## config.mk

```make
export PLATFORM = sky130hd
export DESIGN_NAME = sc_datamem_io
export DESIGN_NICKNAME = d
export VERILOG_FILES = /design/src/rtl/sc_io_pkg.sv /design/src/rtl/io_input_sync.sv /design/src/rtl/sc_datamem_io.sv
export SDC_FILE = /design/constraint.sdc
export NUM_CORES = 1
export LEC_CHECK = 0
export ABC_AREA = 1
export CAP_MARGIN = 40
export CELL_PAD_IN_SITES_DETAIL_PLACEMENT = 0
export CELL_PAD_IN_SITES_GLOBAL_PLACEMENT = 1
export CORE_ASPECT_RATIO = 1.5
export CORE_UTILIZATION = 52
export DETAILED_ROUTE_END_ITERATION = 10
export PLACE_DENSITY = 0.81
export SLEW_MARGIN = 0
export SYNTH_ARGS = -nofsm -noshare
export SYNTH_HDL_FRONTEND = slang
export SYNTH_SLANG_ARGS = --single-unit
export TNS_END_PERCENT = 30
```

## constraint.sdc

```tcl
create_clock -name clock -period 8.43 [get_ports clock]
set_input_delay 1.686 -clock clock [delete_from_list [all_inputs] [get_ports clock]]
set_output_delay 1.686 -clock clock [all_outputs]
set_load 0.05 [all_outputs]
```

## src/rtl/sc_io_pkg.sv

```systemverilog
// Shared definitions for the data-memory / memory-mapped I/O block:
// I/O offsets, decode selector and the byte-merge helpers.
package sc_io_pkg;

    localparam int OUT_BASE = 0;
    localparam int IN_BASE  = 8;
    localparam int STAT_OFF = 16;
    localparam int CNT_OFF  = 17;

    typedef enum logic [2:0] {
        SEL_NONE,
        SEL_OUT,
        SEL_IN,
        SEL_STAT,
        SEL_CNT
    } io_sel_e;

    function automatic logic [31:0] be_mask(input logic [3:0] be);
        return {{8{be[3]}}, {8{be[2]}}, {8{be[1]}}, {8{be[0]}}};
    endfunction

    function automatic logic [31:0] byte_merge(input logic [31:0] old_word,
                                               input logic [31:0] new_word,
                                               input logic [3:0]  be);
        logic [31:0] m;
        m = be_mask(be);
        return (old_word & ~m) | (new_word & m);
    endfunction

    // Write-1-to-clear: a 1 in an enabled byte lane clears the matching bit.
    function automatic logic [31:0] w1c_merge(input logic [31:0] old_word,
                                              input logic [31:0] clr_word,
                                              input logic [3:0]  be);
        return old_word & ~(clr_word & be_mask(be));
    endfunction

endpackage

```

## src/rtl/io_input_sync.sv

```systemverilog
// One input channel: three-stage synchroniser; value is stage 2 and change
// flags a difference between stages 2 and 3.
module io_input_sync #(
    parameter int IN_W = 8
) (
    input  logic            clock,
    input  logic            reset,
    input  logic [IN_W-1:0] raw,
    output logic [IN_W-1:0] value,
    output logic            change
);

    logic [IN_W-1:0] s1;
    logic [IN_W-1:0] s2;
    logic [IN_W-1:0] s3;

    // NOTE: non-blocking assignments let every stage sample its predecessor's
    // old value, giving a true shift chain instead of a single collapsed flop.
    always_ff @(posedge clock) begin
        if (reset) begin
            s1 <= '0;
            s2 <= '0;
            s3 <= '0;
        end else begin
            s1 <= raw;
            s2 <= s1;
            s3 <= s2;
        end
    end

    assign value  = s2;
    assign change = (s2 != s3);

endmodule

```

## src/rtl/sc_datamem_io.sv

```systemverilog
// Data RAM plus memory-mapped output registers, synchronised inputs with
// sticky change flags and a free-running cycle counter for the single-cycle CPU.
module sc_datamem_io
    import sc_io_pkg::*;
#(
    parameter int DEPTH_LOG2 = 5,
    parameter int IO_BIT     = 7,
    parameter int NUM_OUT    = 3,
    parameter int NUM_IN     = 1,
    parameter int IN_W       = 8
) (
    input  logic                   clock,
    input  logic                   reset,
    input  logic [31:0]            addr,
    input  logic [31:0]            datain,
    input  logic                   we,
    input  logic [3:0]             be,
    output logic [31:0]            dataout,
    output logic [NUM_OUT*32-1:0]  out_ports,
    input  logic [NUM_IN*IN_W-1:0] in_ports,
    output logic [NUM_IN-1:0]      in_change
);

    localparam int RAM_WORDS = 2 ** DEPTH_LOG2;

    logic [31:0]           mem [RAM_WORDS];
    logic [31:0]           out_reg [NUM_OUT];
    logic [IN_W-1:0]       in_val [NUM_IN];
    logic [NUM_IN-1:0]     change;
    logic [NUM_IN-1:0]     flag;
    logic [NUM_IN-1:0]     flag_next;
    logic [31:0]           stat_cleared;
    logic [31:0]           count;
    logic [DEPTH_LOG2-1:0] ram_idx;
    logic [31:0]           off;
    logic                  is_io;
    logic                  wr_en;
    logic                  io_wr;
    io_sel_e               sel;
    logic [31:0]           rd_io;

    assign ram_idx = addr[DEPTH_LOG2+1:2];
    assign off     = 32'(addr[IO_BIT-1:2]);
    assign is_io   = addr[IO_BIT];
    assign wr_en   = we && (be != 4'b0000);
    assign io_wr   = wr_en && is_io;

    // NOTE: every always_comb output gets a default first so no path leaves it
    // unassigned, which would otherwise infer a latch.
    always_comb begin
        sel = SEL_NONE;
        if (off < 32'(OUT_BASE + NUM_OUT)) begin
            sel = SEL_OUT;
        end else if (off >= 32'(IN_BASE) && off < 32'(IN_BASE + NUM_IN)) begin
            sel = SEL_IN;
        end else if (off == 32'(STAT_OFF)) begin
            sel = SEL_STAT;
        end else if (off == 32'(CNT_OFF)) begin
            sel = SEL_CNT;
        end
    end

    // NOTE: the RAM has no reset; its contents survive reset and a reset-cycle
    // write is simply gated off.
    always_ff @(posedge clock) begin
        if (!reset && wr_en && !is_io) begin
            mem[ram_idx] <= byte_merge(mem[ram_idx], datain, be);
        end
    end

    always_ff @(posedge clock) begin
        if (reset) begin
            for (int i = 0; i < NUM_OUT; i++) begin
                out_reg[i] <= '0;
            end
        end else if (io_wr && sel == SEL_OUT) begin
            for (int i = 0; i < NUM_OUT; i++) begin
                if (off == 32'(OUT_BASE + i)) begin
                    out_reg[i] <= byte_merge(out_reg[i], datain, be);
                end
            end
        end
    end

    for (genvar i = 0; i < NUM_OUT; i++) begin : g_out
        assign out_ports[32*i +: 32] = out_reg[i];
    end

    for (genvar i = 0; i < NUM_IN; i++) begin : g_in
        io_input_sync #(
            .IN_W(IN_W)
        ) u_sync (
            .clock (clock),
            .reset (reset),
            .raw   (in_ports[IN_W*i +: IN_W]),
            .value (in_val[i]),
            .change(change[i])
        );
    end

    // A new change is OR-ed in after the clear, so set wins on a collision.
    assign stat_cleared = (io_wr && sel == SEL_STAT) ? w1c_merge(32'(flag), datain, be)
                                                     : 32'(flag);
    assign flag_next    = stat_cleared[NUM_IN-1:0] | change;

    always_ff @(posedge clock) begin
        if (reset) begin
            flag <= '0;
        end else begin
            flag <= flag_next;
        end
    end

    assign in_change = flag;

    always_ff @(posedge clock) begin
        if (reset) begin
            count <= '0;
        end else if (io_wr && sel == SEL_CNT) begin
            count <= byte_merge(count, datain, be);
        end else begin
            count <= count + 32'd1;
        end
    end

    always_comb begin
        rd_io = '0;
        case (sel)
            SEL_OUT: begin
                for (int i = 0; i < NUM_OUT; i++) begin
                    if (off == 32'(OUT_BASE + i)) rd_io = out_reg[i];
                end
            end
            SEL_IN: begin
                for (int i = 0; i < NUM_IN; i++) begin
                    if (off == 32'(IN_BASE + i)) rd_io = 32'(in_val[i]);
                end
            end
            SEL_STAT: rd_io = 32'(flag);
            SEL_CNT:  rd_io = count;
            default:  rd_io = '0;
        endcase
    end

    assign dataout = is_io ? rd_io : mem[ram_idx];

    logic unused_bits;
    assign unused_bits = ^{addr[31:IO_BIT+1], addr[1:0], stat_cleared[31:NUM_IN]};

endmodule

```

==> metrics.csv, run 1 <==
metric,value,unit
worstPathCellList,buf_6 > inv_6 > nor2_4 > buf_12 > nand2_1 > nand4_1 > nand2_1 > nand2_1 > nor2_1 > nand2_1 > nand2_1 > nand2_1 > clkdlybuf4s50_1,
slowest_delay,0.85,ns
pre_cts_slack,1.409,ns
end_kind,output pin,
drtIter0Drc,3392,
drc_errors,0,
leakage,20.67,nW
edf_count,1120,
coreArea,0.09189,sq mm
swShare,0.2314,
dieArea,0.09416,sq mm
p_int,0.009549,W
synth_warnings,0,
dieWidth,250.9,microns
min_path_cells,2,
clkPwrFrac,0.394,
finalHoldViolCount,0,
min_path_type,flip-flop to flip-flop,
cts_tree,yes,
synthArstFlopShare,0,
tool_warnings,55,
path_max_fanout,72,
yosysCellCount,4413,
critPathArrivalTime,5.35,ns
largest_reg_flops,1024,
ir_worst_vdd,155.4,uV
grt_pass1_vias,32000,
cts_setup_buffers,0,
min_to,g_in[0].u_sync.value[2],
rsz0062_at_grt,false,
r2r_setup_slack,6.11,ns
period_used_share,0.8342,
rows,136,
ys_chip_area,0.04832,sq mm
syn_avg_cell_area,10.95,sq um
criticalPathCategory,primary input to output pin,
utilization,0.6111,
fin_nets,4696,
cts_root_buf,clkbuf_16,
fp_util,0.5258,
cpMostUsedCell,nand2_1,
io_pins,208,
layout-drive-gt1-share,0.07548,
cp.required,6.74,ns
route.detailed.wl_per_inst,24.68,microns
outcome,"complete, no violations",
grt_pass1_wl,209900,microns
fin_ws,1.398,ns
flop_cell,edfxtp_1,
ys_ff,1177,
pwr-share-seq,0.527,
reg2regPathDepth,9,
fillers,7243,
comb_power_share,0.079,
setup_viol,0,
tns,0,ns
powerDensity,221.3,mW/mm^2
htree_levels,3,
cts_buffer_depth,3,
most-common-layout-cells,"1945 x nand2_1, 1120 x edfxtp_1, 246 x a21oi_1",
die_h,375.3,microns
cts_resized,0,
grt.overflow.total,0,
period_needed,7.032,ns
hold_start,g_in[0].u_sync.s1[2],
relSlewSlack,0.3796,
grt_max_degree,125,
holdBufCountCts,0,
io_buffer_count,181,
postPlaceCellArea,0.05264,sq mm
fp_nets,4493,
worst_pin_slew,0.9284,ns
viasPerCell,5.767,
syn_inst,4413,
netlist_area,0.04832,sq mm
final_max_slew_viol_count,0,
switchingPower,0.002875,W
maxCapViolCount,0,
clock.fmax,142.2,MHz
worst_path_max_delay_cell,clkdlybuf4s50_1,
cts.reportedPaths.clkPinSlew,0.06,ns
layout_top_cell,nand2_1,
whs,0.4088,ns
drtAntennaViolNets,0,
critPathLaunchType,primary input,
area_delta_synth_final,16.22,%
hpwl,87470,microns
gp_congestion,0.9238,
cp.buffers_inverters,4,
ys_types,35,
final_area,0.05615,sq mm
critPathTopFamily,buffers and inverters,
antenna_found_initial,5,
ys_seq_share,0.7197,
dr.pass1.iters,7,
-- run 1: layer usage --
layer	global-route usage	vias to the layer above	share of wire
met2	0.5294	1753	0.50
met4	0.1629	0	0.054
met5	0	-	0
met1	0.3830	16380	0.37
met3	0.03739	389	0.083
li1	-	15400	-
-- run 1: final cells by class --
| class | instances | area (sq um) | share of cell area |
|---|---|---|---|
| Clock inverter | 69 | 729.5 | 0.01299 |
| Antenna cell | 5 | 12.51 | 0.0002228 |
| Clock buffer | 126 | 2759 | 0.04913 |
| Multi-Input combinational cell | 2891 | 12380 | 0.2204 |
| Tap cell | 1173 | 1468 | 0.02614 |
| Inverter | 134 | 515.5 | 0.009180 |
| Timing Repair Buffer | 306 | 3518 | 0.06266 |
| Sequential cell | 1177 | 34770 | 0.6193 |
-- run 1: synthesized netlist by cell type, types with 11 or more instances --
master,number,area share
nand2_1,1945,0.15
edfxtp_1,1120,0.70
nor2_1,270,0.021
a21oi_1,246,0.025
inv_1,122,0.0095
buf_2,111,0.011
nand4_1,103,0.013
o21ai_0,88,0.0091
nand3_1,86,0.0089
o21ai_1,79,0.0082
clkbuf_1,76,0.0059
dfxtp_1,57,0.024
o2111ai_1,21,0.0038
buf_1,12,0.00093
inv_2,11,0.00085
-- run 1: power by group through the flow --
stage / combinational (W) / sequential (W) / clock, W
3_5_place_dp: 0.000962 / 0.00667 / 0
4_1_cts: 0.000967 / 0.00654 / 0.00493
2_1_floorplan: 0.000464 / 0.00674 / 0
5_1_grt: 0.00104 / 0.00655 / 0.00514
3_3_place_gp: 0.000882 / 0.00668 / 0
6_report: 0.000981 / 0.00654 / 0.00490
-- run 1: worst max-delay path by stage --
stage / from / to / slack (ns) / cells after the start
final: addr[2] / dataout[19] / 1.40 / 13
after floorplan: addr[3] / out_reg[0][0] / 3.13 / 7
after detailed placement: addr[4] / dataout[6] / 1.41 / 11
after global placement: addr[4] / dataout[6] / 1.43 / 11
after global routing: addr[4] / dataout[1] / 1.24 / 11
after CTS: addr[4] / dataout[6] / 1.41 / 11
-- run 1: logic make-up (layout without fill, tap and decap cells) --
logic type | Yosys count | after routing | synth area share
xor gates and xnor gates | 16 | 16 | 0.002900
adders and majority gates | 1 | 1 | 0.0002589
and+or+nand+nor | 2426 | 2426 | 0.1978
other | 0 | 5 | 0
buffers and inverters | 345 | 635 | 0.03079
AOI/OAI and AO/OA | 448 | 448 | 0.04856
DFF | 1177 | 1177 | 0.7197
-- run 1: tightest hold or removal path, cell delays in order (launching register included) --
cell     delay [ns]
dfxtp_1        0.30
inv_1          0.04
nor2_1         0.03
-- run 1: stage by stage --
stage / total power, W / instances
after global routing: 0.01273 / 5881
final: 0.01242 / 5881
after CTS: 0.01244 / 5875
after global placement: 0.007562 / 5637
after detailed placement: 0.007634 / 5680
after floorplan: 0.007200 / 4413
run_1/layers.png
Scale bar: 100 microns.
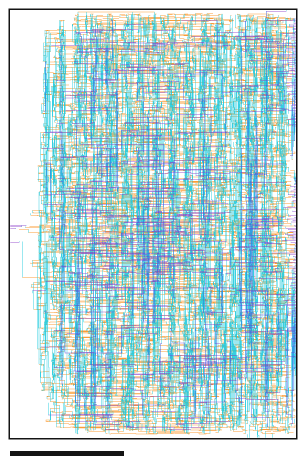
legend:
  M3:
    color: purple
    wire_length: 12100 microns
  M1:
    color: orange
    wire_length: 53.2 mm
  M4:
    color: blue
    wire_length: 7890 microns
  M2:
    color: cyan
    wire_length: 72.0 mm
detailed-route via count: 33910
Total Routing Usage GR: 0.3084
final WL: 145200 microns

run_1/clock_nets.png
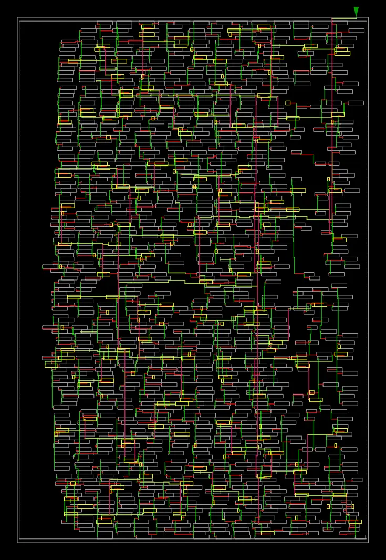
CTS Sinks: 1177
CTS buffer count: 106
clock buffer count: 126
flop count: 1177

run_1/clock_wires.png
Scale bar: 100 microns.
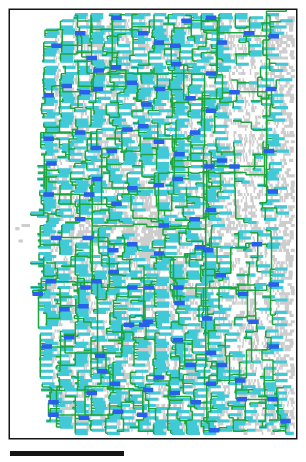
legend:
  clock wires:
    color: green
    length: 12600 microns
  flip-flops:
    color: cyan
    count: 1177
  clock-net drivers:
    color: blue
    count: 106
flops lie: widely spread
routed clock nets: 107
P_clk: 0.00490 W
Fin Clk Skew: 0.02116 ns
worst skew pair latency: 0.71 ns

==> run 2: changes to the inputs <==
--- a/config.mk
+++ b/config.mk
@@ -10,9 +10,9 @@
 export CELL_PAD_IN_SITES_DETAIL_PLACEMENT = 0
 export CELL_PAD_IN_SITES_GLOBAL_PLACEMENT = 1
 export CORE_ASPECT_RATIO = 1.5
-export CORE_UTILIZATION = 52
+export CORE_UTILIZATION = 44
 export DETAILED_ROUTE_END_ITERATION = 10
-export PLACE_DENSITY = 0.81
+export PLACE_DENSITY = 0.73
 export SLEW_MARGIN = 0
 export SYNTH_ARGS = -nofsm -noshare
 export SYNTH_HDL_FRONTEND = slang
==> constraint.sdc (replaced) <==
create_clock -name clock -period 6.45 [get_ports clock]
set_input_delay 1.29 -clock clock [delete_from_list [all_inputs] [get_ports clock]]
set_output_delay 1.29 -clock clock [all_outputs]
set_load 0.05 [all_outputs]
==> metrics.csv, run 2 <==
metric,value,unit
outcome,"complete, no violations",
rsz0062_at_grt,false,
dr.pass1.iters,8,
powerDensity,281.1,mW/mm^2
fp_util,0.4445,
cts_setup_buffers,0,
hpwl,90880,microns
ys_chip_area,0.04832,sq mm
final_max_slew_viol_count,0,
cp.buffers_inverters,5,
leakage,20.78,nW
grt.total_usage,0.2691,
cp.required,5.16,ns
tns,0,ns
min_path_type,flip-flop to flip-flop,
coreArea,0.1087,sq mm
cts_root_buf,clkbuf_16,
area_leaders,"edfxtp_1 70%, nand2_1 15%, a21oi_1 2.5%",
fin_ws,1.121,ns
critPathTopFamily,buffers and inverters,
slowest_delay,0.53,ns
finalHoldViolCount,0,
setup_viol,0,
most-common-layout-cells,"1945 x nand2_1, 1120 x edfxtp_1, 246 x a21oi_1",
ir_worst_vdd,258.2,uV
top_cells_by_count,"1945 x nand2_1, 1120 x edfxtp_1, 270 x nor2_1",
r2r_setup_slack,4.18,ns
period_used_share,0.8263,
synth_top_area_share,0.6961,
tool_warnings,53,
grt_pass1_vias,31830,
cts_tree,yes,
cts.reportedPaths.clkPinSlew,0.06,ns
yosysCellCount,4413,
gp_congestion,0.9302,
synth_warnings,0,
reg2regPathDepth,9,
path_max_fanout,25,
criticalPathCategory,primary input to output pin,
synthArstFlopShare,0,
io_pins,208,
critPathArrivalTime,4.04,ns
flop_cell,edfxtp_1,
ys_ff,1177,
antenna_found_initial,3,
final_cells,6142,
drc_errors,0,
holdBufCountCts,0,
utilization,0.5210,
viasPerCell,5.454,
syn_avg_cell_area,10.95,sq um
edf_count,1120,
grt_max_degree,95,
worstPathCellList,clkdlybuf4s50_1 > inv_2 > nand3_2 > inv_2 > buf_4 > o21ai_0 > nand2_1 > nor2_1 > nand2_1 > nand2_1 > nand2_1 > buf_12,
maxCapViolCount,0,
drtAntennaViolNets,0,
area_delta_synth_final,17.21,%
critical_path_depth,12,
cts_resized,0,
vias,33500,
final_area,0.05663,sq mm
netlist_area,0.04832,sq mm
htree_levels,3,
layout_top_cell,nand2_1,
layout-drive-gt1-share,0.08233,
[run 2: cell types whose count changed in the layout (fill, tap and decap cells not counted), sizes merged]
cell and change:
bufinv -8, buf +47, inv +2, diode -1, clkinvlp -2, clkdlybuf4s50 -32, clkbuf +8, clkinv -5
[run 2: per-stage QoR]
step,power (W),hold slack (ns)
floorplan,0.009410,0.3883
CTS,0.01599,0.4164
finish,0.01592,0.4161
detailed placement,0.01006,0.4002
global route,0.01636,0.4322
global placement,0.009981,0.3986
[run 2: layout make-up]
cell class              instances  area (sq um)
fillers                      9444         52070
flip-flops and latches       1177         34770
multi-input cells            2891         12380
repair buffers                321          3964
clock buffers                 134          2779
well taps                    1425          1783
inverters                     134         515.5
clock inverters                56         429.2
diodes                          4         10.01
[run 2: worst min path at each step]
stage	from	end	slack, ns	cells past startpoint
6_report	g_in[0].u_sync.s1[1]	g_in[0].u_sync.value[1]	0.42	2
3_5_place_dp	g_in[0].u_sync.s1[0]	g_in[0].u_sync.value[0]	0.40	2
3_3_place_gp	g_in[0].u_sync.s1[0]	g_in[0].u_sync.value[0]	0.40	2
5_1_grt	g_in[0].u_sync.s1[1]	g_in[0].u_sync.value[1]	0.43	2
2_1_floorplan	g_in[0].u_sync.s1[0]	g_in[0].u_sync.value[0]	0.39	2
4_1_cts	g_in[0].u_sync.s1[1]	g_in[0].u_sync.value[1]	0.42	2
[run 2: kinds of logic after synthesis]
kind of cell,count (synthesis),share of synthesized area
AOI/OAI and AO/OA,448,0.04856
xor gates and xnor gates,16,0.002900
adders and majority gates,1,0.0002589
buffers and inverters,345,0.03079
DFF,1177,0.7197
and+or+nand+nor,2426,0.1978
[run 2: per-layer routing]
metal / share of wire / vias to the layer above / track usage
met5: 0.000074 / - / 0
met4: 0.042 / 2 / 0.1133
met3: 0.064 / 281 / 0.03181
met2: 0.51 / 1318 / 0.4696
met1: 0.39 / 16460 / 0.3363
li1: - / 15430 / -
[run 2: power by group]
part	switching [W]	total (W)	internal [W]	leakage (nW)
Combinational	0.000967	0.00135	0.000383	8.45
Sequential	0.0000319	0.00855	0.00852	10.7
Clock	0.00274	0.00602	0.00328	1.58
Total	0.00374	0.0159	0.0122	20.8
[run 2: worst min-delay path, delay by kind of cell, from the launching register on]
| kind | cells | cell delay, ns |
|---|---|---|
| DFF | 1 | 0.30 |
| buffers and inverters | 1 | 0.04 |
| and+or+nand+nor | 1 | 0.03 |
run_2/ff_map.png
Other sequential cells in the stronger gray, the rest of the logic in the fainter gray.
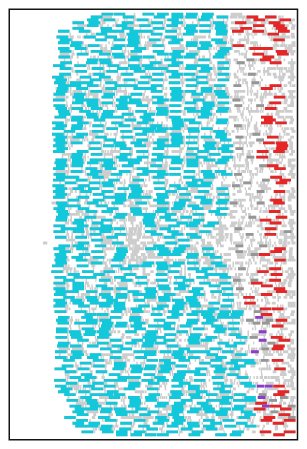
legend:
  `out_reg`:
    color: red
    flops: 96
    where: a column on the right
  `mem`:
    color: cyan
    flops: 1024
  `g_in.u_sync.s3`:
    color: purple
    flops: 8
    where: south-east

run_2/layers.png
Scale bar: 100 microns.
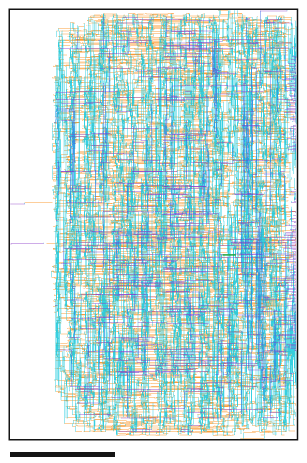
legend:
  M2:
    color: cyan
    wire_length: 75.7 mm
  M4:
    color: blue
    wire_length: 6220 microns
  M3:
    color: purple
    wire_length: 9550 microns
  M5:
    color: green
    wire_length: 11.0 microns
  M1:
    color: orange
    wire_length: 57.9 mm

Power figures rest on the tool's default switching activity, not on a simulated workload.
